Where the registers sit:
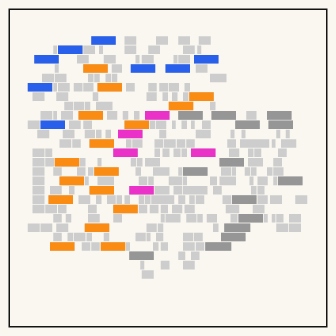
Clock network drawn from the DEF:
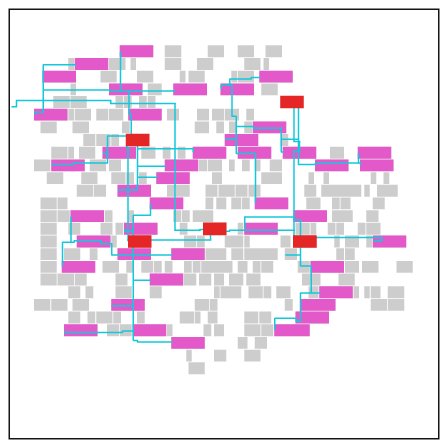
$ cat src/rtl/spi_pkg.sv
// rtl/spi_pkg.sv - shared SPI frame layout, FSM encoding and frame builder
package spi_pkg;

    localparam int unsigned FRAME_BITS = 16;

    // Frame field positions, MSB transmitted first
    localparam int unsigned RW_BIT  = 15;
    localparam int unsigned EXT_MSB = 14;
    localparam int unsigned EXT_LSB = 12;
    localparam int unsigned RSV_BIT = 11;
    localparam int unsigned REG_MSB = 10;
    localparam int unsigned REG_LSB = 8;

    typedef enum logic [2:0] {
        ST_IDLE  = 3'd0,
        ST_SETUP = 3'd1,
        ST_SHIFT = 3'd2,
        ST_HOLD  = 3'd3,
        ST_DONE  = 3'd4
    } spi_state_e;

    // Assemble a frame; reads carry no payload so the data byte is zeroed
    function automatic logic [FRAME_BITS-1:0] build_frame(
        input logic       rw,
        input logic [2:0] ext_addr,
        input logic [2:0] reg_addr,
        input logic [7:0] wdata
    );
        logic [FRAME_BITS-1:0] f;
        f                   = '0;
        f[RW_BIT]           = rw;
        f[EXT_MSB:EXT_LSB]  = ext_addr;
        f[RSV_BIT]          = 1'b0;
        f[REG_MSB:REG_LSB]  = reg_addr;
        f[REG_LSB-1:0]      = rw ? 8'h00 : wdata;
        return f;
    endfunction

endpackage

$ cat src/rtl/spi_clk_div.sv
// rtl/spi_clk_div.sv - SPI half-period tick generator
module spi_clk_div #(
    parameter int unsigned CLK_DIV = 2
) (
    input  logic clk_i,
    input  logic rst_i,
    input  logic en_i,
    output logic tick_o
);

    localparam logic [7:0] TERM = 8'(CLK_DIV - 1);

    logic [7:0] cnt_q;
    logic [7:0] cnt_d;

    // Count while enabled, wrap at the half-period, restart from zero when disabled
    always_comb begin
        cnt_d = cnt_q;
        if (!en_i) begin
            cnt_d = '0;
        end else if (cnt_q == TERM) begin
            cnt_d = '0;
        end else begin
            cnt_d = cnt_q + 8'd1;
        end
    end

    // Counter register
    always_ff @(posedge clk_i) begin
        if (rst_i) begin
            cnt_q <= '0;
        end else begin
            cnt_q <= cnt_d;
        end
    end

    assign tick_o = en_i && (cnt_q == TERM);

endmodule

$ cat src/rtl/spi_master_frame.sv
// rtl/spi_master_frame.sv - fixed 16-bit SPI mode-0 frame master
module spi_master_frame #(
    parameter int unsigned CLK_DIV    = 2,
    parameter int unsigned FRAME_BITS = 16
) (
    input  logic       sclk,
    input  logic       rst,
    input  logic       start,
    input  logic       rw,
    input  logic [2:0] ext_addr,
    input  logic [2:0] reg_addr,
    input  logic [7:0] wdata,
    input  logic       miso,
    input  logic       miso_oe,
    output logic       spi_sck,
    output logic       cs,
    output logic       mosi,
    output logic       busy,
    output logic       done,
    output logic [7:0] rdata
);

    import spi_pkg::*;

    // Two toggles per bit; the counter ends on the final falling toggle
    localparam logic [4:0] LAST_TOGGLE = 5'(2 * FRAME_BITS - 1);

    spi_state_e            state_q, state_d;
    logic [FRAME_BITS-1:0] shreg_q, shreg_d;
    logic [4:0]            tog_q,   tog_d;
    logic                  sck_q,   sck_d;
    logic                  mosi_q,  mosi_d;
    logic                  rw_q,    rw_d;
    logic [7:0]            rdata_q, rdata_d;
    logic [FRAME_BITS-1:0] frame;
    logic                  active;
    logic                  tick;

    assign active = (state_q == ST_SETUP) || (state_q == ST_SHIFT) || (state_q == ST_HOLD);
    assign frame  = build_frame(rw, ext_addr, reg_addr, wdata);

    spi_clk_div #(
        .CLK_DIV (CLK_DIV)
    ) u_clk_div (
        .clk_i  (sclk),
        .rst_i  (rst),
        .en_i   (active),
        .tick_o (tick)
    );

    // Frame sequencing: the shift register transmits from its MSB and
    // receives into its LSB, so after 16 rising edges it holds the reply
    always_comb begin
        state_d = state_q;
        shreg_d = shreg_q;
        tog_d   = tog_q;
        sck_d   = sck_q;
        mosi_d  = mosi_q;
        rw_d    = rw_q;
        rdata_d = rdata_q;
        unique case (state_q)
            ST_IDLE: begin
                if (start) begin
                    rw_d    = rw;
                    shreg_d = frame;
                    mosi_d  = frame[RW_BIT];
                    sck_d   = 1'b0;
                    tog_d   = '0;
                    state_d = ST_SETUP;
                end
            end
            ST_SETUP: begin
                if (tick) begin
                    state_d = ST_SHIFT;
                end
            end
            ST_SHIFT: begin
                if (tick) begin
                    tog_d = tog_q + 5'd1;
                    sck_d = ~sck_q;
                    if (!sck_q) begin
                        // rising toggle: sample, undriven line reads as 0
                        shreg_d = {shreg_q[FRAME_BITS-2:0], miso & miso_oe};
                    end else if (tog_q != LAST_TOGGLE) begin
                        // falling toggle: present the next frame bit
                        mosi_d = shreg_q[FRAME_BITS-1];
                    end
                    if (tog_q == LAST_TOGGLE) begin
                        state_d = ST_HOLD;
                    end
                end
            end
            ST_HOLD: begin
                if (tick) begin
                    mosi_d  = 1'b0;
                    state_d = ST_DONE;
                    if (rw_q) begin
                        rdata_d = shreg_q[REG_LSB-1:0];
                    end
                end
            end
            ST_DONE: begin
                state_d = ST_IDLE;
            end
            default: begin
                state_d = ST_IDLE;
            end
        endcase
    end

    // State and datapath registers
    always_ff @(posedge sclk) begin
        if (rst) begin
            state_q <= ST_IDLE;
            shreg_q <= '0;
            tog_q   <= '0;
            sck_q   <= 1'b0;
            mosi_q  <= 1'b0;
            rw_q    <= 1'b0;
            rdata_q <= 8'h00;
        end else begin
            state_q <= state_d;
            shreg_q <= shreg_d;
            tog_q   <= tog_d;
            sck_q   <= sck_d;
            mosi_q  <= mosi_d;
            rw_q    <= rw_d;
            rdata_q <= rdata_d;
        end
    end

    assign spi_sck = sck_q;
    assign cs      = active;
    assign busy    = active;
    assign done    = (state_q == ST_DONE);
    assign mosi    = mosi_q;
    assign rdata   = rdata_q;

endmodule
$ cat config.mk
export PLATFORM = sky130hd
export DESIGN_NAME = spi_master_frame
export DESIGN_NICKNAME = d
export VERILOG_FILES = /design/src/rtl/spi_pkg.sv /design/src/rtl/spi_clk_div.sv /design/src/rtl/spi_master_frame.sv
export SDC_FILE = /design/constraint.sdc
export NUM_CORES = 1
export LEC_CHECK = 0
export CORE_MARGIN = 5
export CORE_UTILIZATION = 30
export CTS_CLUSTER_SIZE = 16
export DETAILED_ROUTE_END_ITERATION = 10
export PLACE_DENSITY = 0.57
export SETUP_SLACK_MARGIN = 0.05
export SYNTH_ARGS = -nofsm -noshare
export SYNTH_HDL_FRONTEND = slang
export SYNTH_SLANG_ARGS = --single-unit
$ cat constraint.sdc
create_clock -name sclk -period 1.9 [get_ports sclk]
set_input_delay 0.285 -clock sclk [delete_from_list [all_inputs] [get_ports sclk]]
set_output_delay 0.285 -clock sclk [all_outputs]
set_load 0.005 [all_outputs]
==> GITHUB_STEP_SUMMARY <==
## PnR job results

| Metric | Value |
|---|---|
| Flops | 43 |
| CLK BUF | 6 |
| Post-synth top cells | 43 x dfxtp_1, 25 x nor3_1, 19 x nor2_1 |
| DP Area | 2480 sq um |
| Initial antenna violation count | 0 |
| Uppermost layer routed | met4 |
| Die Ht | 91.8 um |
| Non-clk bufs | 49 |
| Total power | 0.00180 W |
| R2r endpoint | u_clk_div.cnt_q[4]$_SDFF_PP0_ |
| CTS H-Tree Depth | 2 |
| Commonest Layout Cell | dfxtp_1 |
| Clock Pin Slew Worst Setup and Hold Paths | 80 ps |
| Slew HR | 0.697 |
| Period minus WS final | 1750 ps |
| Post-synth EDFFs | 0 |
| Max FFs per register | 16 |
| Die Area | 8430 sq um |
| CP endpoint | busy |
| Critical path origin | state_q[0]$_SDFFE_PP0P_ |
| Worst path arrival time | 1460 ps |
| Area leader, netlist | dfxtp_1 |
| Syn Nets | 240 |
| GRT Overall Usage | 0.115 |
| Max FO, Critical Path | 10 |
| Invs w/o clock | 3 |
| CP Data Required Time | 1620 ps |
| Fmax | 0.572 GHz |
| Mux area share | 0.0804 |
| Reg2Reg Depth | 7 |
| Final hold vios | 0 |
| Met1 Wirelength | 2330 um |
| Gate Count Post-Synth | 216 |
| Pins Over Slew Limit | 0 |
| Main logic family after synthesis | simple AND/OR/NAND/NOR gates |
| Max-cap violations | 0 |
| Final hold slack | 472 ps |
| CTS-repair resized insts | 3 |
| Buf/Inv on CP | 1 |
| Die X | 91.8 um |
| Largest stage delay on the critical path | 520 ps |
| Synth area leaders | dfxtp_1 43%, mux2i_1 7.5%, nor3_1 6.2% |
| Clock Sinks | 43 |
| Hold path startpoint | rw_q$_SDFFE_PP0P_ |
| Pint | 0.00133 W |
| Type of the tightest min-delay check | flip-flop to flip-flop |
| Post-synth ARST share | 0 |
| Worst-Margin Slew | 452 ps |
| Synth-to-Final Area Change | 28.2% |
| Sequential share of power | 0.542 |
| Largest Register | shreg_q |
| DRC viols | 0 |
| Setup TNS | 0 ps |
| Congestion Overflow GR | 0 |
| Starting DRT DRC Count | 77 |
| Synth Area in XOR/XNOR | 0.0393 |
| Port buffer count | 32 |
| CORE AREA | 6420 sq um |
| Setup Fix Bufs, Post-CTS | 0 |
| Init Core Util | 0.313 |
| Basic Gates by Area | 0.272 |
| Yosys top cell by instances | dfxtp_1 |
| Final Non-Filler Cells | 332 |
| Logic area | 1060 sq um |
| Met2 wire length | 2030 um |
| Worst Path Class, Setup | flip-flop to output port |
| # Cells Yosys | 216 |
| # hold bufs at CTS | 0 |
| Net Sw Power | 0.000467 W |
| Tool warning count | 27 |
| Num CTS Buffers | 5 |
| Met2 GRT Util | 0.179 |
| I/O Pins | 33 |
| Worst Hold Path EP | rw_q$_SDFFE_PP0P_ |
| CP max-delay cell | clkdlybuf4s50_1 |
| Vias in the first global route | 1,656 |
| Max power group | sequential cells |
| Flop2flop setup slack | 170 ps |
| Yosys aoi share | 0.105 |
| Wire length of the first global-routing pass | 7870 um |
| Power share of the combinational group | 0.139 |
| Fa+ha+maj area frac | 0.0249 |
| Nature of the critical path endpoint | output port |
| Met3 Track Usage GR | 0.0344 |
| Gr busiest metal | met2 |
| Clock Network Area Fraction | 0.0330 |
| Met3 WL post-DR | 277 um |
| Clock buffer depth | 2 |
| Yosys Chip Area | 2010 sq um |
| Non-clock buffering overhead | 0.179 |
| Setup Viol. Count Final | 0 |
| Number of tapcells | 77 |
| HPWL after detailed placement | 3220 um |
| Pwr dens | 699 nW/um^2 |
| Yosys reg bits | 43 |
| Max-area cell share | 0.429 |
| Average instance area after synthesis | 9.30 sq um |
| Synth Warn # | 0 |
| Top Layout Cells | 41 x dfxtp_1, 32 x clkdlybuf4s50_1, 25 x nor3_1, 18 x nor2_1, 16 x buf_4 |
| Startpoint Class | flip-flop |
| Fill count | 652 |
| CP cell instances | nor2_2, nor2_1, clkdlybuf4s50_1 |
| Crit path max-delay family | buffers and inverters |
| Clk root buf | clkbuf_8 |
| DR vias/cell | 5.07 |
| Pin count of the biggest net entering global routing | 36 |
| Comb area share | 0.411 |
| WL per Instance | 14.1 um |
| Status | finished clean |
| Final nets | 278 |
| MI comb cells | 152 |
| CTS tree | built |
| Final wirelength | 4680 um |
| Max-area cell class | multi-input combinational cells |
| Min-Delay Path Depth | 2 |
| Net Sw Frac | 0.259 |
| RSZ-0062 raised after global routing | no |
| Routability cong. | 0.727 |
| Comb. pwr | 0.000250 W |
| Share of layout cells above drive strength 1 | 0.137 |
| Max VDD drop | 0.392 mV |
| Top FF cell, synth | dfxtp_1 |
| Cycle use final | 0.920 |
| Mapped Area | 2010 sq um |
| Drt first pass iters | 4 |
| CP Depth | 3 |
| Inst Count DP | 324 |
| Finished Cell Area | 2570 sq um |
| Via count of the routed design | 1,682 |
| Leakage power | 0.980 nW |
| Synth cell types | 39 |
About 'where the registers sit':
- `tog_q`: magenta (sequential cells 5; where middle)
- `rdata`: blue (sequential cells 8)
- `shreg_q`: orange (sequential cells 16)
total sequential power: 0.000975 W
Layout Utilization: 0.401
sequential share of cell area: 0.335
register area: 863 sq um

About 'clock network drawn from the DEF':
- clock-net drivers: red (count 5)
- flip-flops: magenta (count 43)
- clock wires: cyan (length 571 um)
- routed clock nets: 6
clk ins delay skew pair: 300 ps
P_clk: 0.000575 W
clock power share: 0.319
Layout Skew: 11.1 ps

Power is estimated from default activity; no workload was simulated.
